**src/rtl/io_bus_arbiter_if.sv**
```systemverilog
// io_bus_arbiter_if
// Bundles the two master request/response channels, the shared peripheral
// bus and the arbiter status outputs into one interface.
//   slave  modport : the arbiter's view (takes requests and read data,
//                    drives acks, rdata, bus strobes/fields and status)
//   master modport : the environment's view (masters plus peripheral)
// Signals:
//   mN_req/we/addr/wdata/size : request pulse and its payload, per master
//   mN_ack/rdata              : completion pulse and read result, per master
//   io_address/write_value/data_size/write_en/read_en : shared bus outputs
//   io_read_value             : peripheral read data, one cycle after read_en
//   busy, drop_err            : arbiter status
interface io_bus_arbiter_if #(
    parameter int ADDR_W = 32,
    parameter int DATA_W = 32
);
    logic              m0_req;
    logic              m0_we;
    logic [ADDR_W-1:0] m0_addr;
    logic [DATA_W-1:0] m0_wdata;
    logic [2:0]        m0_size;
    logic              m0_ack;
    logic [DATA_W-1:0] m0_rdata;

    logic              m1_req;
    logic              m1_we;
    logic [ADDR_W-1:0] m1_addr;
    logic [DATA_W-1:0] m1_wdata;
    logic [2:0]        m1_size;
    logic              m1_ack;
    logic [DATA_W-1:0] m1_rdata;

    logic [ADDR_W-1:0] io_address;
    logic [DATA_W-1:0] io_write_value;
    logic [2:0]        io_data_size;
    logic              io_write_en;
    logic              io_read_en;
    logic [DATA_W-1:0] io_read_value;

    logic              busy;
    logic [1:0]        drop_err;

    modport slave (
        input  m0_req, m0_we, m0_addr, m0_wdata, m0_size,
        input  m1_req, m1_we, m1_addr, m1_wdata, m1_size,
        input  io_read_value,
        output m0_ack, m0_rdata, m1_ack, m1_rdata,
        output io_address, io_write_value, io_data_size, io_write_en, io_read_en,
        output busy, drop_err
    );

    modport master (
        output m0_req, m0_we, m0_addr, m0_wdata, m0_size,
        output m1_req, m1_we, m1_addr, m1_wdata, m1_size,
        output io_read_value,
        input  m0_ack, m0_rdata, m1_ack, m1_rdata,
        input  io_address, io_write_value, io_data_size, io_write_en, io_read_en,
        input  busy, drop_err
    );
endinterface

```
**src/rtl/io_bus_arbiter.sv**
```systemverilog
// io_bus_arbiter
// Two-master arbiter in front of a single peripheral bus. Each master may
// have one request queued; a second request while one is queued or in
// flight is dropped and flagged in drop_err (sticky). Ties are resolved
// round-robin. One transaction runs at a time through IDLE -> ISSUE ->
// (WAIT for reads) -> DONE.
// Ports:
//   clk  : clock, rising edge
//   rst  : synchronous active-high reset
//   bus  : io_bus_arbiter_if.slave (master channels, peripheral bus, status)
module io_bus_arbiter #(
    parameter int ADDR_W = 32,
    parameter int DATA_W = 32
) (
    input  logic            clk,
    input  logic            rst,
    io_bus_arbiter_if.slave bus
);
    typedef enum logic [1:0] {
        IDLE  = 2'd0,
        ISSUE = 2'd1,
        WAIT  = 2'd2,
        DONE  = 2'd3
    } state_t;

    state_t state_q, state_d;

    // Granted master; retained in IDLE so it also serves as last-grant.
    logic gnt_q;
    logic bus_we_q;

    logic [ADDR_W-1:0] io_address_q;
    logic [DATA_W-1:0] io_write_value_q;
    logic [2:0]        io_data_size_q;
    logic              io_write_en_q;
    logic              io_read_en_q;

    // Per-master views, indexed by master number
    logic [1:0]        req_v;
    logic [1:0]        we_v;
    logic [ADDR_W-1:0] addr_v  [2];
    logic [DATA_W-1:0] wdata_v [2];
    logic [2:0]        size_v  [2];

    logic [1:0]        pend_v;
    logic [1:0]        drop_v;
    logic [1:0]        ack_v;
    logic [1:0]        hold_we_v;
    logic [ADDR_W-1:0] hold_addr_v  [2];
    logic [DATA_W-1:0] hold_wdata_v [2];
    logic [2:0]        hold_size_v  [2];
    logic [DATA_W-1:0] rdata_v      [2];

    logic grant_fire;
    logic pick;
    logic enter_done;

    assign req_v      = {bus.m1_req, bus.m0_req};
    assign we_v       = {bus.m1_we, bus.m0_we};
    assign addr_v[0]  = bus.m0_addr;
    assign addr_v[1]  = bus.m1_addr;
    assign wdata_v[0] = bus.m0_wdata;
    assign wdata_v[1] = bus.m1_wdata;
    assign size_v[0]  = bus.m0_size;
    assign size_v[1]  = bus.m1_size;

    // Next-state and grant selection
    always_comb begin
        state_d    = state_q;
        grant_fire = 1'b0;
        enter_done = 1'b0;
        // Both pending: the one not granted last. Otherwise whichever is pending.
        if (&pend_v) begin
            pick = ~gnt_q;
        end else begin
            pick = pend_v[1];
        end
        case (state_q)
            IDLE: begin
                if (|pend_v) begin
                    grant_fire = 1'b1;
                    state_d    = ISSUE;
                end
            end
            ISSUE: begin
                enter_done = bus_we_q;
                state_d    = bus_we_q ? DONE : WAIT;
            end
            WAIT: begin
                enter_done = 1'b1;
                state_d    = DONE;
            end
            DONE: begin
                state_d = IDLE;
            end
            default: begin
                state_d = IDLE;
            end
        endcase
    end

    // State and shared bus registers. Strobes are registered on the grant
    // edge so they are high exactly during the ISSUE cycle.
    always_ff @(posedge clk) begin
        if (rst) begin
            state_q          <= IDLE;
            gnt_q            <= 1'b1;
            bus_we_q         <= 1'b0;
            io_address_q     <= '0;
            io_write_value_q <= '0;
            io_data_size_q   <= '0;
            io_write_en_q    <= 1'b0;
            io_read_en_q     <= 1'b0;
        end else begin
            state_q       <= state_d;
            io_write_en_q <= grant_fire & hold_we_v[pick];
            io_read_en_q  <= grant_fire & ~hold_we_v[pick];
            if (grant_fire) begin
                gnt_q            <= pick;
                bus_we_q         <= hold_we_v[pick];
                io_address_q     <= hold_addr_v[pick];
                io_write_value_q <= hold_wdata_v[pick];
                io_data_size_q   <= hold_size_v[pick];
            end
        end
    end

    // Per-master pending flag, holding register, drop flag, ack and rdata
    for (genvar gi = 0; gi < 2; gi++) begin : g_master
        logic              pend_q;
        logic              drop_q;
        logic              ack_q;
        logic              hold_we_q;
        logic [ADDR_W-1:0] hold_addr_q;
        logic [DATA_W-1:0] hold_wdata_q;
        logic [2:0]        hold_size_q;
        logic [DATA_W-1:0] rdata_q;
        logic              is_gnt;
        logic              drop_now;

        // "Granted" spans ISSUE through DONE; a req in any of those cycles
        // for the in-flight master is dropped.
        assign is_gnt   = (state_q != IDLE) && (gnt_q == 1'(gi));
        assign drop_now = req_v[gi] && (pend_q || is_gnt);

        always_ff @(posedge clk) begin
            if (rst) begin
                pend_q       <= 1'b0;
                drop_q       <= 1'b0;
                ack_q        <= 1'b0;
                hold_we_q    <= 1'b0;
                hold_addr_q  <= '0;
                hold_wdata_q <= '0;
                hold_size_q  <= '0;
                rdata_q      <= '0;
            end else begin
                if (drop_now) begin
                    drop_q <= 1'b1;
                end
                // A grant needs pend_q set, which turns any same-cycle req
                // into a drop, so load and clear never collide.
                if (req_v[gi] && !drop_now) begin
                    pend_q       <= 1'b1;
                    hold_we_q    <= we_v[gi];
                    hold_addr_q  <= addr_v[gi];
                    hold_wdata_q <= wdata_v[gi];
                    hold_size_q  <= size_v[gi];
                end else if (grant_fire && (pick == 1'(gi))) begin
                    pend_q <= 1'b0;
                end
                ack_q <= enter_done && (gnt_q == 1'(gi));
                if ((state_q == WAIT) && (gnt_q == 1'(gi))) begin
                    rdata_q <= bus.io_read_value;
                end
            end
        end

        assign pend_v[gi]       = pend_q;
        assign drop_v[gi]       = drop_q;
        assign ack_v[gi]        = ack_q;
        assign hold_we_v[gi]    = hold_we_q;
        assign hold_addr_v[gi]  = hold_addr_q;
        assign hold_wdata_v[gi] = hold_wdata_q;
        assign hold_size_v[gi]  = hold_size_q;
        assign rdata_v[gi]      = rdata_q;
    end

    assign bus.m0_ack         = ack_v[0];
    assign bus.m1_ack         = ack_v[1];
    assign bus.m0_rdata       = rdata_v[0];
    assign bus.m1_rdata       = rdata_v[1];
    assign bus.io_address     = io_address_q;
    assign bus.io_write_value = io_write_value_q;
    assign bus.io_data_size   = io_data_size_q;
    assign bus.io_write_en    = io_write_en_q;
    assign bus.io_read_en     = io_read_en_q;
    assign bus.busy           = (state_q != IDLE);
    assign bus.drop_err       = drop_v;
endmodule

```
**src/flat_wrapper.sv**
```systemverilog
// flat-port wrapper written by rule: the top's interface ports become plain ports
module io_bus_arbiter_flat 
#(
    parameter int ADDR_W = 32,
    parameter int DATA_W = 32
)
  (clk, rst, bus_m0_req, bus_m0_we, bus_m0_addr, bus_m0_wdata, bus_m0_size, bus_m1_req, bus_m1_we, bus_m1_addr, bus_m1_wdata, bus_m1_size, bus_io_read_value, bus_m0_ack, bus_m0_rdata, bus_m1_ack, bus_m1_rdata, bus_io_address, bus_io_write_value, bus_io_data_size, bus_io_write_en, bus_io_read_en, bus_busy, bus_drop_err);
  io_bus_arbiter_if #(.ADDR_W(ADDR_W), .DATA_W(DATA_W)) bus_i ();
  input  logic clk;
  input  logic rst;
  input wire logic [$bits(bus_i.m0_req)-1:0] bus_m0_req;
  input wire logic [$bits(bus_i.m0_we)-1:0] bus_m0_we;
  input wire logic [$bits(bus_i.m0_addr)-1:0] bus_m0_addr;
  input wire logic [$bits(bus_i.m0_wdata)-1:0] bus_m0_wdata;
  input wire logic [$bits(bus_i.m0_size)-1:0] bus_m0_size;
  input wire logic [$bits(bus_i.m1_req)-1:0] bus_m1_req;
  input wire logic [$bits(bus_i.m1_we)-1:0] bus_m1_we;
  input wire logic [$bits(bus_i.m1_addr)-1:0] bus_m1_addr;
  input wire logic [$bits(bus_i.m1_wdata)-1:0] bus_m1_wdata;
  input wire logic [$bits(bus_i.m1_size)-1:0] bus_m1_size;
  input wire logic [$bits(bus_i.io_read_value)-1:0] bus_io_read_value;
  output wire logic [$bits(bus_i.m0_ack)-1:0] bus_m0_ack;
  output wire logic [$bits(bus_i.m0_rdata)-1:0] bus_m0_rdata;
  output wire logic [$bits(bus_i.m1_ack)-1:0] bus_m1_ack;
  output wire logic [$bits(bus_i.m1_rdata)-1:0] bus_m1_rdata;
  output wire logic [$bits(bus_i.io_address)-1:0] bus_io_address;
  output wire logic [$bits(bus_i.io_write_value)-1:0] bus_io_write_value;
  output wire logic [$bits(bus_i.io_data_size)-1:0] bus_io_data_size;
  output wire logic [$bits(bus_i.io_write_en)-1:0] bus_io_write_en;
  output wire logic [$bits(bus_i.io_read_en)-1:0] bus_io_read_en;
  output wire logic [$bits(bus_i.busy)-1:0] bus_busy;
  output wire logic [$bits(bus_i.drop_err)-1:0] bus_drop_err;
  assign bus_i.m0_req = bus_m0_req;
  assign bus_i.m0_we = bus_m0_we;
  assign bus_i.m0_addr = bus_m0_addr;
  assign bus_i.m0_wdata = bus_m0_wdata;
  assign bus_i.m0_size = bus_m0_size;
  assign bus_i.m1_req = bus_m1_req;
  assign bus_i.m1_we = bus_m1_we;
  assign bus_i.m1_addr = bus_m1_addr;
  assign bus_i.m1_wdata = bus_m1_wdata;
  assign bus_i.m1_size = bus_m1_size;
  assign bus_i.io_read_value = bus_io_read_value;
  assign bus_m0_ack = bus_i.m0_ack;
  assign bus_m0_rdata = bus_i.m0_rdata;
  assign bus_m1_ack = bus_i.m1_ack;
  assign bus_m1_rdata = bus_i.m1_rdata;
  assign bus_io_address = bus_i.io_address;
  assign bus_io_write_value = bus_i.io_write_value;
  assign bus_io_data_size = bus_i.io_data_size;
  assign bus_io_write_en = bus_i.io_write_en;
  assign bus_io_read_en = bus_i.io_read_en;
  assign bus_busy = bus_i.busy;
  assign bus_drop_err = bus_i.drop_err;
  io_bus_arbiter #(.ADDR_W(ADDR_W), .DATA_W(DATA_W)) u_core (.clk(clk), .rst(rst), .bus(bus_i));
endmodule
```
**config.mk**
```make
export PLATFORM = sky130hd
export DESIGN_NAME = io_bus_arbiter_flat
export DESIGN_NICKNAME = d
export VERILOG_FILES = /design/src/rtl/io_bus_arbiter_if.sv /design/src/rtl/io_bus_arbiter.sv /design/src/flat_wrapper.sv
export SDC_FILE = /design/constraint.sdc
export NUM_CORES = 1
export LEC_CHECK = 0
export ABC_CLOCK_PERIOD_IN_PS = 5100
export CORE_ASPECT_RATIO = 1.1
export CORE_MARGIN = 2
export CORE_UTILIZATION = 50
export DETAILED_ROUTE_END_ITERATION = 10
export GPL_ROUTABILITY_DRIVEN = 1
export PLACE_DENSITY = 0.88
export SKIP_LAST_GASP = 1
export SLEW_MARGIN = 20
export SYNTH_ARGS = -nofsm -noshare
export SYNTH_HDL_FRONTEND = slang
export SYNTH_SLANG_ARGS = --single-unit
```
**constraint.sdc**
```tcl
create_clock -name clk -period 5.1 [get_ports clk]
set_input_delay 0.765 -clock clk [delete_from_list [all_inputs] [get_ports clk]]
set_output_delay 0.765 -clock clk [all_outputs]
set_load 0.03 [all_outputs]
```
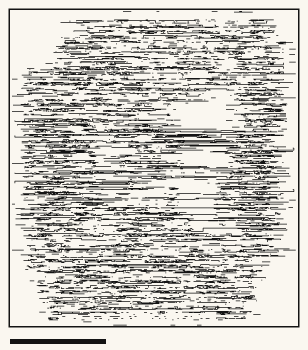
Fig. 1. The metal 1 layer.
Scale bar: 50 um.
The layer holds 41% of the routed length. The wires run mostly horizontal. The longest straight run is 42.3 um. The layer carries 14400 um of wire.
via count: 11440
Routed WL: 35460 um

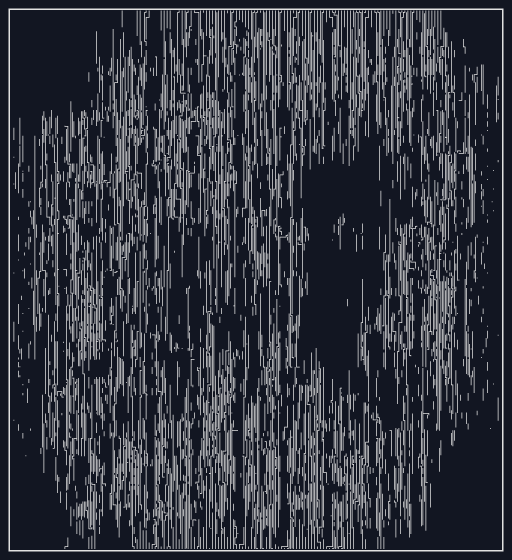
Fig. 2. The metal 2 layer.
The longest straight run is 68.3 um. The wires run mostly vertical.

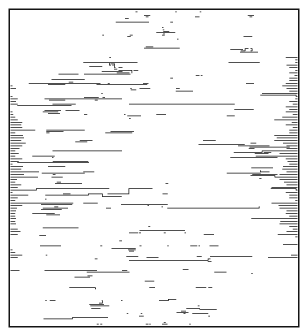
Fig. 3. Met3 routing.
The layer holds 6.8% of the routed length. The longest straight run is 55.0 um. The layer carries 2410 um of wire. The wires run mostly horizontal.

==> impl_metrics.yaml <==
# physical design summary
final_layout:
  n_all_inverters: 6
  drive_above_1_share: 0.04697
  clkbuf_count: 42
  register_area_um2: 5589
  clkCellAreaFrac: 0.05906
  nonClockBufferCount: 324
  areaGrowthSynthToFinish_pct: 32.45
  antennaDiodeCount: 2
  fin_area_um2: 15630
  combGateArea_um2: 5498
  final_cells: 1920
  layout_top_cells: "clkdlybuf4s50_1, dfxtp_1, nand2_1"
  flop-count: 279
  largest_class: "flip-flops and latches"
  seq_share: 0.3575
clock_network:
  cts_tree: "built"
  postCtsSetupBuffers: 0
  cts_inserted_buffers: 28
  clkSinkCount: 279
  clk_latency_ns: 0.54
power_and_ir_drop:
  total_power_mw: 7.545
  comb-power_mw: 2.66
  sw_frac_of_total: 0.3732
  power-top-group: "registers"
  pwr-share-comb: 0.353
  p_clk_mw: 2.05
  power.density_nw_per_um2: 482.6
logic_synthesis:
  synth_warnings: 0
  flop_cell: "dfxtp_1"
  ys_types: 42
  xor_area_frac: 0
  edf_count: 0
  synth_flops: 279
  synthArstFlopShare: 0
  ys_top_logic_family: "AND-OR/OR-AND gates"
  synth_area_um2: 11800
  most_common_cell: "dfxtp_1"
  yosysTopAreaCellShare: 0.4732
  ys_sh_mux: 0.001696
floorplanning:
  die-height_um: 165.1
  pin_count: 310
  fp_util: 0.5131
  dieArea_um2: 24850
  taps: 300
  core_area_um2: 23000
routing:
  drt_iter0_drc: 802
  drc: 0
  wl_met1_um: 14430
global_route:
  top_usage_layer: "met2"
  grt_pass1_vias: 10880
  grt.met3_usage: 0.03379
  grt_max_degree: 168
  track_usage: 0.2706
  grt_pass1_wl_um: 54970
  overflow: 0
placement:
  hpwl_um: 21460
  place.gp.congestion: 0.7993
timing:
  min_period_ns: 3.113
  fin_ws_ns: 1.987
  fmax_ghz: 0.3212
  hold_violations: 0
  rsz0062_at_grt: "no"
setup_path:
  startpoint: "u_core.state_q[0]"
  crit_path_end_kind: "primary output"
  r2r_end: "u_core.bus.io_address[26]"
  crit_slowest_cell: "clkdlybuf4s50_1"
  critPathBufInv: 4
  startpoint_type: "flip-flop"
  crit_path_end: "bus_busy"
  cp_top_family: "buffers and inverters"
job:
  maxCapViolations: 0
run_status:
  run_status: "finished clean"
Power is estimated from default activity; no workload was simulated.
